$ cat src/rtl/video_timing_pkg.sv
// Shared types and constants for the video timing generator.
`timescale 1ns/1ps
package video_timing_pkg;

    typedef enum logic [1:0] {
        ST_SEARCH  = 2'd0,
        ST_LOCKING = 2'd1,
        ST_LOCKED  = 2'd2
    } lock_state_e;

    localparam int DEF_LINE_MIN  = 246;
    localparam int DEF_LINE_MAX  = 262;
    localparam int DEF_HALF_MIN  = 200;
    localparam int DEF_LOCK_GOOD = 8;
    localparam int DEF_LOCK_BAD  = 4;

    localparam logic [8:0] COL_SAT = 9'd511;

    // A saturated column counter never describes a real line period.
    function automatic logic period_legal(input logic [8:0] col, input int lmin, input int lmax);
        int period_v;
        period_v = int'(col) + 32'sd1;
        return (col != COL_SAT) && (period_v >= lmin) && (period_v <= lmax);
    endfunction

endpackage

$ cat src/rtl/sync_edge.sv
// Two-flop synchronizer with registered rise/fall pulses; idles high in reset.
`timescale 1ns/1ps
module sync_edge (
    input  logic clk,
    input  logic rst_n,
    input  logic async_in,
    output logic level,
    output logic rise_pulse,
    output logic fall_pulse
);

    logic meta_r;
    logic sync_r;
    logic dly_r;
    logic rise_r;
    logic fall_r;

    // Synchronizer chain plus edge detect; dly_r is the level aligned with the pulses.
    always_ff @(posedge clk or negedge rst_n) begin
        if (!rst_n) begin
            meta_r <= 1'b1;
            sync_r <= 1'b1;
            dly_r  <= 1'b1;
            rise_r <= 1'b0;
            fall_r <= 1'b0;
        end else begin
            meta_r <= async_in;
            sync_r <= meta_r;
            dly_r  <= sync_r;
            rise_r <= sync_r & ~dly_r;
            fall_r <= ~sync_r & dly_r;
        end
    end

    assign level      = dly_r;
    assign rise_pulse = rise_r;
    assign fall_pulse = fall_r;

endmodule

$ cat src/rtl/video_timing_gen.sv
// Line/field timing recovery from composite sync with a line-period lock detector.
`timescale 1ns/1ps
module video_timing_gen
    import video_timing_pkg::*;
#(
    parameter int LINE_MIN  = DEF_LINE_MIN,
    parameter int LINE_MAX  = DEF_LINE_MAX,
    parameter int HALF_MIN  = DEF_HALF_MIN,
    parameter int LOCK_GOOD = DEF_LOCK_GOOD,
    parameter int LOCK_BAD  = DEF_LOCK_BAD
) (
    input  logic       clk4mhz,
    input  logic       reset_n,
    input  logic       csync,
    input  logic       vsync,
    input  logic       field,
    output logic [8:0] col_cnt,
    output logic [8:0] line_cnt,
    output logic       line_start,
    output logic       field_start,
    output logic       field_id,
    output logic       active,
    output logic       locked
);

    logic csync_lvl_s, csync_rise_s, csync_fall_s;
    logic vsync_lvl_s, vsync_rise_s, vsync_fall_s;
    logic field_lvl_s, field_rise_s, field_fall_s;
    logic unused_edges_s;

    sync_edge u_sync_csync (.clk(clk4mhz), .rst_n(reset_n), .async_in(csync),
                            .level(csync_lvl_s), .rise_pulse(csync_rise_s), .fall_pulse(csync_fall_s));
    sync_edge u_sync_vsync (.clk(clk4mhz), .rst_n(reset_n), .async_in(vsync),
                            .level(vsync_lvl_s), .rise_pulse(vsync_rise_s), .fall_pulse(vsync_fall_s));
    sync_edge u_sync_field (.clk(clk4mhz), .rst_n(reset_n), .async_in(field),
                            .level(field_lvl_s), .rise_pulse(field_rise_s), .fall_pulse(field_fall_s));

    assign unused_edges_s = ^{csync_rise_s, vsync_fall_s, field_rise_s, field_fall_s};

    logic [8:0]  col_cnt_r;
    logic [8:0]  line_cnt_r;
    logic        line_start_r;
    logic        field_id_r;
    logic        active_r;
    logic        locked_r;
    lock_state_e state_r, state_nxt_s;
    logic [2:0]  good_r, good_nxt_s;
    logic [2:0]  bad_r, bad_nxt_s;

    logic accept_s;
    logic qualify_s;
    logic good_line_s;
    logic bad_line_s;
    logic sat_evt_s;

    // Short edges (equalizing/serration) are ignored; a start at 511 was already
    // charged as illegal when the counter saturated, so it is not qualified again.
    assign accept_s    = csync_fall_s && ((int'(col_cnt_r) >= HALF_MIN) || (col_cnt_r == COL_SAT));
    assign qualify_s   = accept_s && vsync_lvl_s && (col_cnt_r != COL_SAT);
    assign good_line_s = qualify_s && period_legal(col_cnt_r, LINE_MIN, LINE_MAX);
    assign sat_evt_s   = !accept_s && (col_cnt_r == 9'd510);
    assign bad_line_s  = (qualify_s && !period_legal(col_cnt_r, LINE_MIN, LINE_MAX)) || sat_evt_s;

    // Lock FSM next-state and good/bad counter update.
    always_comb begin
        state_nxt_s = state_r;
        good_nxt_s  = good_r;
        bad_nxt_s   = bad_r;
        case (state_r)
            ST_SEARCH: begin
                if (good_line_s) begin
                    state_nxt_s = ST_LOCKING;
                    good_nxt_s  = 3'd1;
                    bad_nxt_s   = 3'd0;
                end else begin
                    state_nxt_s = ST_SEARCH;
                end
            end
            ST_LOCKING: begin
                if (good_line_s) begin
                    if (int'(good_r) + 32'sd1 >= LOCK_GOOD) begin
                        state_nxt_s = ST_LOCKED;
                        good_nxt_s  = 3'd0;
                        bad_nxt_s   = 3'd0;
                    end else begin
                        good_nxt_s = good_r + 3'd1;
                    end
                end else if (bad_line_s) begin
                    state_nxt_s = ST_SEARCH;
                    good_nxt_s  = 3'd0;
                end else begin
                    state_nxt_s = ST_LOCKING;
                end
            end
            ST_LOCKED: begin
                if (bad_line_s) begin
                    if (int'(bad_r) + 32'sd1 >= LOCK_BAD) begin
                        state_nxt_s = ST_SEARCH;
                        good_nxt_s  = 3'd0;
                        bad_nxt_s   = 3'd0;
                    end else begin
                        bad_nxt_s = bad_r + 3'd1;
                    end
                end else if (good_line_s) begin
                    bad_nxt_s = 3'd0;
                end else begin
                    state_nxt_s = ST_LOCKED;
                end
            end
            default: begin
                state_nxt_s = ST_SEARCH;
                good_nxt_s  = 3'd0;
                bad_nxt_s   = 3'd0;
            end
        endcase
    end

    // Column/line counters, output pulses and lock state registers.
    always_ff @(posedge clk4mhz or negedge reset_n) begin
        if (!reset_n) begin
            col_cnt_r    <= COL_SAT;
            line_cnt_r   <= 9'd0;
            line_start_r <= 1'b0;
            field_id_r   <= 1'b0;
            active_r     <= 1'b0;
            locked_r     <= 1'b0;
            state_r      <= ST_SEARCH;
            good_r       <= 3'd0;
            bad_r        <= 3'd0;
        end else begin
            if (accept_s) begin
                col_cnt_r <= 9'd0;
            end else if (col_cnt_r != COL_SAT) begin
                col_cnt_r <= col_cnt_r + 9'd1;
            end
            line_start_r <= accept_s;
            // Field start clears the line count even when a line start lands with it.
            if (vsync_rise_s) begin
                line_cnt_r <= 9'd0;
                field_id_r <= field_lvl_s;
            end else if (line_start_r && vsync_lvl_s && (line_cnt_r != 9'd511)) begin
                line_cnt_r <= line_cnt_r + 9'd1;
            end
            active_r <= vsync_lvl_s & csync_lvl_s;
            locked_r <= (state_nxt_s == ST_LOCKED);
            state_r  <= state_nxt_s;
            good_r   <= good_nxt_s;
            bad_r    <= bad_nxt_s;
        end
    end

    assign col_cnt     = col_cnt_r;
    assign line_cnt    = line_cnt_r;
    assign line_start  = line_start_r;
    assign field_start = vsync_rise_s;
    assign field_id    = field_id_r;
    assign active      = active_r;
    assign locked      = locked_r;

endmodule
$ cat config.mk
export PLATFORM = sky130hd
export DESIGN_NAME = video_timing_gen
export DESIGN_NICKNAME = d
export VERILOG_FILES = /design/src/rtl/video_timing_pkg.sv /design/src/rtl/sync_edge.sv /design/src/rtl/video_timing_gen.sv
export SDC_FILE = /design/constraint.sdc
export NUM_CORES = 1
export LEC_CHECK = 0
export CAP_MARGIN = 20
export CORE_MARGIN = 10
export CORE_UTILIZATION = 34
export CTS_CLUSTER_SIZE = 8
export DETAILED_ROUTE_END_ITERATION = 8
export GPL_TIMING_DRIVEN = 0
export HOLD_SLACK_MARGIN = 0.1
export PLACE_DENSITY = 0.53
export SLEW_MARGIN = 5
export SYNTH_ARGS = -nofsm -noshare
export SYNTH_HDL_FRONTEND = slang
export SYNTH_SLANG_ARGS = --single-unit
$ cat constraint.sdc
create_clock -name clk4mhz -period 3.9 [get_ports clk4mhz]
set_clock_uncertainty 0.05 [all_clocks]
set_input_delay 0.78 -clock clk4mhz [delete_from_list [all_inputs] [get_ports clk4mhz]]
set_output_delay 0.78 -clock clk4mhz [all_outputs]
set_load 0.01 [all_outputs]
==> results.ini, run 1 <==
[yosys]
ys_sh_simple_pct = 20.44
post_synthesis_share_of_cell_area_spent_on_full_adders_half_adders_and_majority_gates_pct = 5.196
ys_top_cells_by_count = sky130_fd_sc_hd__nor2_1 (33), sky130_fd_sc_hd__dfrtp_1 (23), sky130_fd_sc_hd__dfstp_2 (18)
synthMostInstantiatedCell = sky130_fd_sc_hd__nor2_1
enable_flop_cells = 0
synth_area_per_cell_sq_um = 10.22
yosysUniqueCellTypes = 51
share_of_flip_flops_with_an_asynchronous_set_or_reset_after_synthesis_pct = 100.0
synth.mux.area_fraction_pct = 3.291
synth-cells-yosys = 212
synth-area-yosys_sq_um = 2167
postSynthSeqShare_pct = 48.38
synth_flop_count = 41
synth.comb.largest_family = simple AND/OR/NAND/NOR gates
synthAoiAreaFrac_pct = 12.36

[cells_and_area]
logic_area_sq_um = 1017
top_area_cell_class = flip-flops and latches
insertedDiodeCount = 0
layout_top_cell_excl_fill_tap = sky130_fd_sc_hd__nor2_1
fin_nets = 261
layout.clock.cell_area_share_pct = 4.321
num-nonclk-buffers = 39
n_fill_cell = 613
seq_area_share_pct = 39.36
drive_above_1_share_pct = 18.95
logic_gate_count = 151

[place]
io_buffer_count = 27
finalWeightedCongestion = 0.7866

[setup_path]
crit_type = flip-flop to flip-flop
timing.critical_path.mode_cell = sky130_fd_sc_hd__ha_1
endpoint_kind = flip-flop
crit_path_start = col_cnt[0]
cp.depth = 11
timing.rr.start = col_cnt[0]
delay_contributed_by_the_slowest_stage_of_the_critical_path_ns = 0.57
timing.critical_path.cells = ha_1, nand3_1, or2_2, nor2_1, ha_1, or3b_1, o32ai_2, nand4_2, or2_4, o221a_4, a22o_1
worst_endpoint_data_arrival_time_ns = 3.53
critical_path.n_buffers_inverters = 0
ff2ff_path_depth = 11

[floorplanning]
die_boundary_height_microns = 99.84
fp.coreArea_sq_um = 6277
chipArea_sq_um = 9967
row_count = 29
num_io_pins = 28
tapCellCount = 77

[timing]
finalSetupViolations = 0
hold_violations = 0
min_period_ns = 3.386
fmax_ghz = 0.2954
setup_repair_after_global_routing_missed_its_margin = no
period_used_pct = 86.82
timing.max_slew.rel_slack_pct = 64.07
worst_slew_pin_slew_ns = 0.5389

[clock_network]
path_clk_slew_ns = 0.09
cts-hold-fix-buffers = 0
cts.repair.resized = 0
tritoncts = built

[pwr]
powerDensity_nw_per_um2 = 309.0

[drt]
initialDrtViolationCount = 61
drt_wl_total_microns = 4326
drcViolationCount = 0
overall_via_count_from_detail_route = 1613
avgViaCountPerCell = 4.963
wl_per_cell_microns = 13.31
detail_route.wirelength.met1_microns = 2040

[flow_run]
log.warning_count = 30

[global_route]
grt_max_degree = 32
grt.total_usage_pct = 9.294
grt_remaining_overflow = 0
grt_pass1_wl_microns = 7638

[run_status]
outcome = finished clean

[run 1: where the power goes]
group          internal, mW  switching, mW
registers             0.437        0.00354
clock network         0.192          0.166
logic                0.0116         0.0133
total                 0.640          0.183
[run 1: metrics by stage]
step,hold WS [ns],area [sq um],instances,power [mW],util [%]
after detailed placement,0.2968,2549,317,0.4746,40.60
after CTS,0.2964,2664,325,0.8371,42.44
after global routing,0.3060,2664,325,0.8588,42.44
final,0.2943,2664,325,0.8231,42.44
after global placement,0.2954,2534,316,0.4722,40.36
after floorplan,0.2952,2167,212,0.4525,-
[run 1: metal layers]
metal  vias up  track usage, %
met1       778           11.38
li1        804               -
met3         4           2.747
met4         0           3.969
met2        27           14.83
met5         -               0
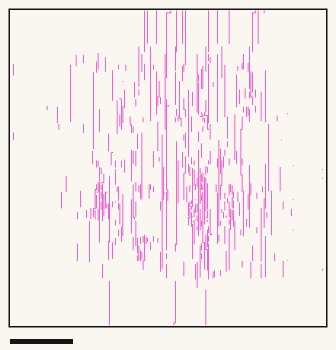
run_1/m2.png
Bar = 20 microns.
longest straight run: 42.2 microns
share of all routed wire: 48%
main direction: vertical
wire length on this layer: 2060 microns
nets with wire on the layer: 205

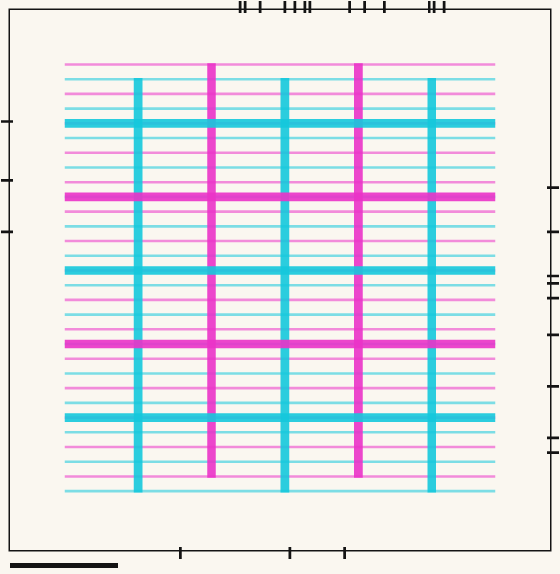
run_1/floorplan.png
Bar = 20 microns. Pins as bars on the die edge.
| net | colour |
|---|---|
| VDD | magenta |
| VSS | cyan |
signal pins: 28
met5 straps: 5
met1 rails: 30
rows: 29
met4 straps: 5

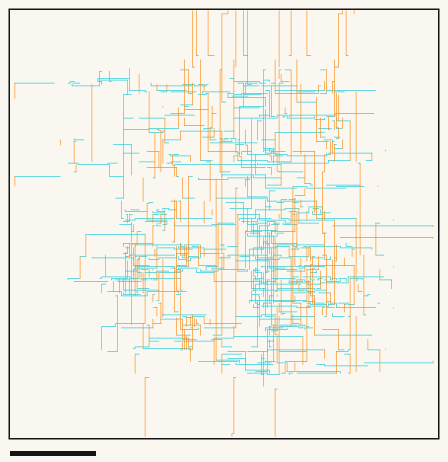
run_1/layers.png
Bar = 20 microns. Two of the layers only.
| layer | colour | wire length |
|---|---|---|
| M2 | orange | 2060 microns |
| M1 | cyan | 2040 microns |

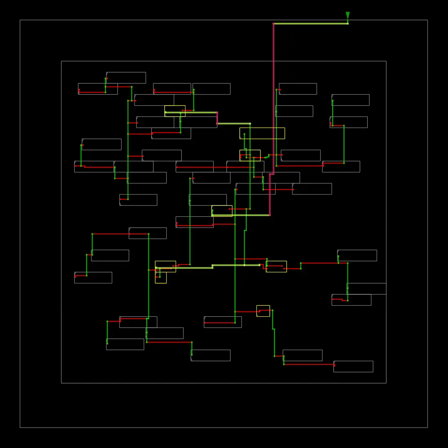
run_1/clock_nets.png
number of sequential cells in the layout: 41
clock network power: 358 uW
CTS buffer count: 5
latest clock arrival within the worst-skew pair: 0.31 ns
Clock Buffer Count: 5

==> inputs of run 2 (changes only) <==
--- a/config.mk
+++ b/config.mk
@@ -5,14 +5,15 @@
 export SDC_FILE = /design/constraint.sdc
 export NUM_CORES = 1
 export LEC_CHECK = 0
+export ABC_CLOCK_PERIOD_IN_PS = 3000
 export CAP_MARGIN = 20
 export CORE_MARGIN = 10
 export CORE_UTILIZATION = 34
 export CTS_CLUSTER_SIZE = 8
 export DETAILED_ROUTE_END_ITERATION = 8
 export GPL_TIMING_DRIVEN = 0
-export HOLD_SLACK_MARGIN = 0.1
-export PLACE_DENSITY = 0.53
+export HOLD_SLACK_MARGIN = 0.12
+export PLACE_DENSITY = 0.54
 export SLEW_MARGIN = 5
 export SYNTH_ARGS = -nofsm -noshare
 export SYNTH_HDL_FRONTEND = slang
==> constraint.sdc (replaced) <==
create_clock -name clk4mhz -period 3 [get_ports clk4mhz]
set_clock_uncertainty 0.05 [all_clocks]
set_input_delay 0.6 -clock clk4mhz [delete_from_list [all_inputs] [get_ports clk4mhz]]
set_output_delay 0.6 -clock clk4mhz [all_outputs]
set_load 0.01 [all_outputs]
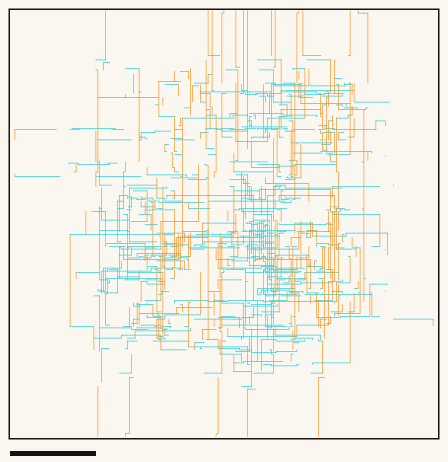
run_2/layers.png
Bar = 20 microns. Two of the layers only.
| layer | colour | wire length |
|---|---|---|
| M2 | orange | 2230 microns |
| M1 | cyan | 2130 microns |

==> results.ini, run 2 <==
[place]
finalWeightedCongestion = 0.7779  ; was 0.7866
dpl_worst_slack_ns = -0.2542  ; was 0.5207 ns
io_buffer_count = 27  ; unchanged
post_dp_cell_area_sq_um = 2561  ; was 2549 sq um
place.detailed.instances = 317  ; unchanged

[global_route]
grt_pass1_vias = 1671  ; was 1580
grt_max_degree = 28  ; was 32
grt_pass1_wl_microns = 8017  ; was 7638 microns
use_met3_pct = 3.091  ; was 2.747%
grt.total_usage_pct = 9.744  ; was 9.294%
antenna_found_initial = 0  ; unchanged
grtUsageMet1_pct = 11.68  ; was 11.38%
grt_util_met2_pct = 15.78  ; was 14.83%
busiest_layer = met2  ; unchanged
grt_remaining_overflow = 0  ; unchanged

[yosys]
synthMostInstantiatedCell = sky130_fd_sc_hd__nor2_1  ; unchanged
synth.mux.area_fraction_pct = 3.291  ; unchanged
synth-cells-yosys = 212  ; unchanged
synth-xor-area-share_pct = 5.658  ; unchanged
synth_flop_count = 41  ; unchanged
yosysUniqueCellTypes = 51  ; unchanged
synth-area-yosys_sq_um = 2167  ; unchanged
share_of_flip_flops_with_an_asynchronous_set_or_reset_after_synthesis_pct = 100.0  ; unchanged
post_synthesis_share_of_cell_area_spent_on_full_adders_half_adders_and_majority_gates_pct = 5.196  ; unchanged
ys_sh_simple_pct = 20.44  ; unchanged
synthCells = 212  ; unchanged
synth-warning-count = 0  ; unchanged
synth_area_per_cell_sq_um = 10.22  ; unchanged
postSynthSeqShare_pct = 48.38  ; unchanged
synth.comb.largest_family = simple AND/OR/NAND/NOR gates  ; unchanged
enable_flop_cells = 0  ; unchanged
ys_top_cells_by_count = sky130_fd_sc_hd__nor2_1 (33), sky130_fd_sc_hd__dfrtp_1 (23), sky130_fd_sc_hd__dfstp_2 (18)  ; unchanged
synthAoiAreaFrac_pct = 12.36  ; unchanged

[drt]
wl_met3_microns = 160  ; was 177 microns
initialDrtViolationCount = 24  ; was 61
avgViaCountPerCell = 4.942  ; was 4.963
overall_via_count_from_detail_route = 1626  ; was 1613
drt_wl_total_microns = 4594  ; was 4326 microns
drcViolationCount = 0  ; unchanged
wl_per_cell_microns = 13.96  ; was 13.31 microns
detail_route.wirelength.met1_microns = 2125  ; was 2040 microns

[pwr]
powerDensity_nw_per_um2 = 383.2  ; was 309.0 nW/um^2
post-layout-total-power_mw = 1.070  ; was 823.1 uW
power.sequential.total_uw = 572  ; was 440 uW
vdd.ir_drop.worst_v = 0.0001843  ; was 0.0001356 V
leakagePower_nw = 1.128  ; was 1.096 nW
intPower_uw = 832.2  ; was 640.3 uW
switchingPower_uw = 237.5  ; was 182.8 uW
power_leader = registers  ; unchanged
pwr-share-clk_pct = 43.5  ; about the same
register_share_of_total_power_pct = 53.5  ; about the same
pwr.group.combinational_uw = 32.5  ; was 24.9 uW
pg_clk_uw = 465  ; was 358 uW
netSwitchingFraction_pct = 22.20  ; was 22.21%
pwr-share-comb_pct = 3.0  ; about the same

[clock_network]
cts.repair.resized = 6  ; was 0
clockRootBuffer = sky130_fd_sc_hd__clkbuf_8  ; unchanged
clk_latency_ns = 0.31  ; about the same
tritoncts = built  ; unchanged
cts-hold-fix-buffers = 0  ; unchanged
clockBufferDepth = 2  ; unchanged
tritoncts.num_buffers = 5  ; unchanged
path_clk_slew_ns = 0.09  ; about the same
postCtsSetupBuffers = 7  ; was 0

[setup_path]
worst_endpoint_data_arrival_time_ns = 3.05  ; was 3.53 ns
endpoint_kind = flip-flop  ; unchanged
critical_path.startpoint_type = flip-flop  ; unchanged
critPathCapture = good_r[1]  ; unchanged
cp.depth = 11  ; unchanged
ff2ff_path_depth = 11  ; unchanged
delay_contributed_by_the_slowest_stage_of_the_critical_path_ns = 0.57  ; about the same
timing.reg2reg.setup_slack_ns = 0.09  ; was 0.51 ns
worst-path-max-fanout = 4  ; was 6
worst_path_max_delay_cell = sky130_fd_sc_hd__dfstp_2  ; unchanged
timing.rr.start = col_cnt[0]  ; unchanged
crit_type = flip-flop to flip-flop  ; unchanged
critical_path.n_buffers_inverters = 0  ; unchanged
crit_path_start = col_cnt[0]  ; unchanged
timing.critical_path.cells = ha_4, nand3_4, or2_4, nor2_4, ha_4, or3b_4, o32ai_4, nand4_2, or2_4, o221a_4, a22o_1  ; was ha_1, nand3_1, or2_2, nor2_1, ha_1, or3b_1, o32ai_2, nand4_2, or2_4, o221a_4, a22o_1

[cells_and_area]
layout_top_cell_excl_fill_tap = sky130_fd_sc_hd__nor2_1  ; unchanged
n_fill_cell = 625  ; was 613
drive_above_1_share_pct = 24.21  ; was 18.95%
syn_to_final_growth_pct = 28.81  ; was 22.92%
logic_area_sq_um = 1106  ; was 1017 sq um
finish.utilization_pct = 44.47  ; was 42.44%
insertedDiodeCount = 0  ; unchanged
fin_nets = 265  ; was 261
instances_no_fill = 329  ; was 325
layout.cell_area.non_filler_sq_um = 2791  ; was 2664 sq um

[floorplanning]
row_count = 29  ; unchanged
num_io_pins = 28  ; unchanged
chipArea_sq_um = 9967  ; unchanged
die_boundary_height_microns = 99.84  ; unchanged
fp.coreArea_sq_um = 6277  ; unchanged

[timing]
timing.max_slew.rel_slack_pct = 63.27  ; was 64.07%
finalSetupViolations = 0  ; unchanged
timing.setup.tns_ns = 0  ; unchanged
min_period_ns = 2.907  ; was 3.386 ns
worst_slew_pin_slew_ns = 0.5489  ; was 0.5389 ns
fmax_ghz = 0.3440  ; was 0.2954 GHz
hold_violations = 0  ; unchanged
timing.final.ws_setup_ns = 0.09270  ; was 0.5142 ns
setup_repair_after_global_routing_missed_its_margin = no  ; unchanged
whs_ns = 0.1450  ; was 0.2943 ns
period_used_pct = 96.91  ; was 86.82%

[flow_run]
log.warning_count = 30  ; unchanged
drv.max_cap_violation_count = 0  ; unchanged

[run_status]
outcome = finished clean  ; unchanged

[min_path]
worstHoldPathType = primary input to async pin  ; unchanged

[run 2: worst min path at each step]
stage,from,to,slack [ns],depth (start not counted)
floorplan,reset_n,active,0.25,0
global placement,u_sync_field.sync_r,u_sync_field.level,0.30,0
detailed placement,u_sync_csync.meta_r,u_sync_csync.sync_r,0.30,0
global route,reset_n,locked,0.17,1
finish,reset_n,good_r[2],0.14,1
CTS,reset_n,good_r[2],0.15,1
[run 2: final cells by class]
| class | count | area share (%) |
|---|---|---|
| inverters | 9 | 1.210 |
| well taps | 77 | 3.451 |
| clock inverters | 3 | 1.658 |
| repair buffers | 36 | 12.37 |
| clock buffers | 5 | 2.465 |
| plain buffers | 7 | 1.658 |
| flip-flops and latches | 41 | 37.56 |
| multi-input cells | 151 | 39.62 |
Power figures rest on the tool's default switching activity, not on a simulated workload.
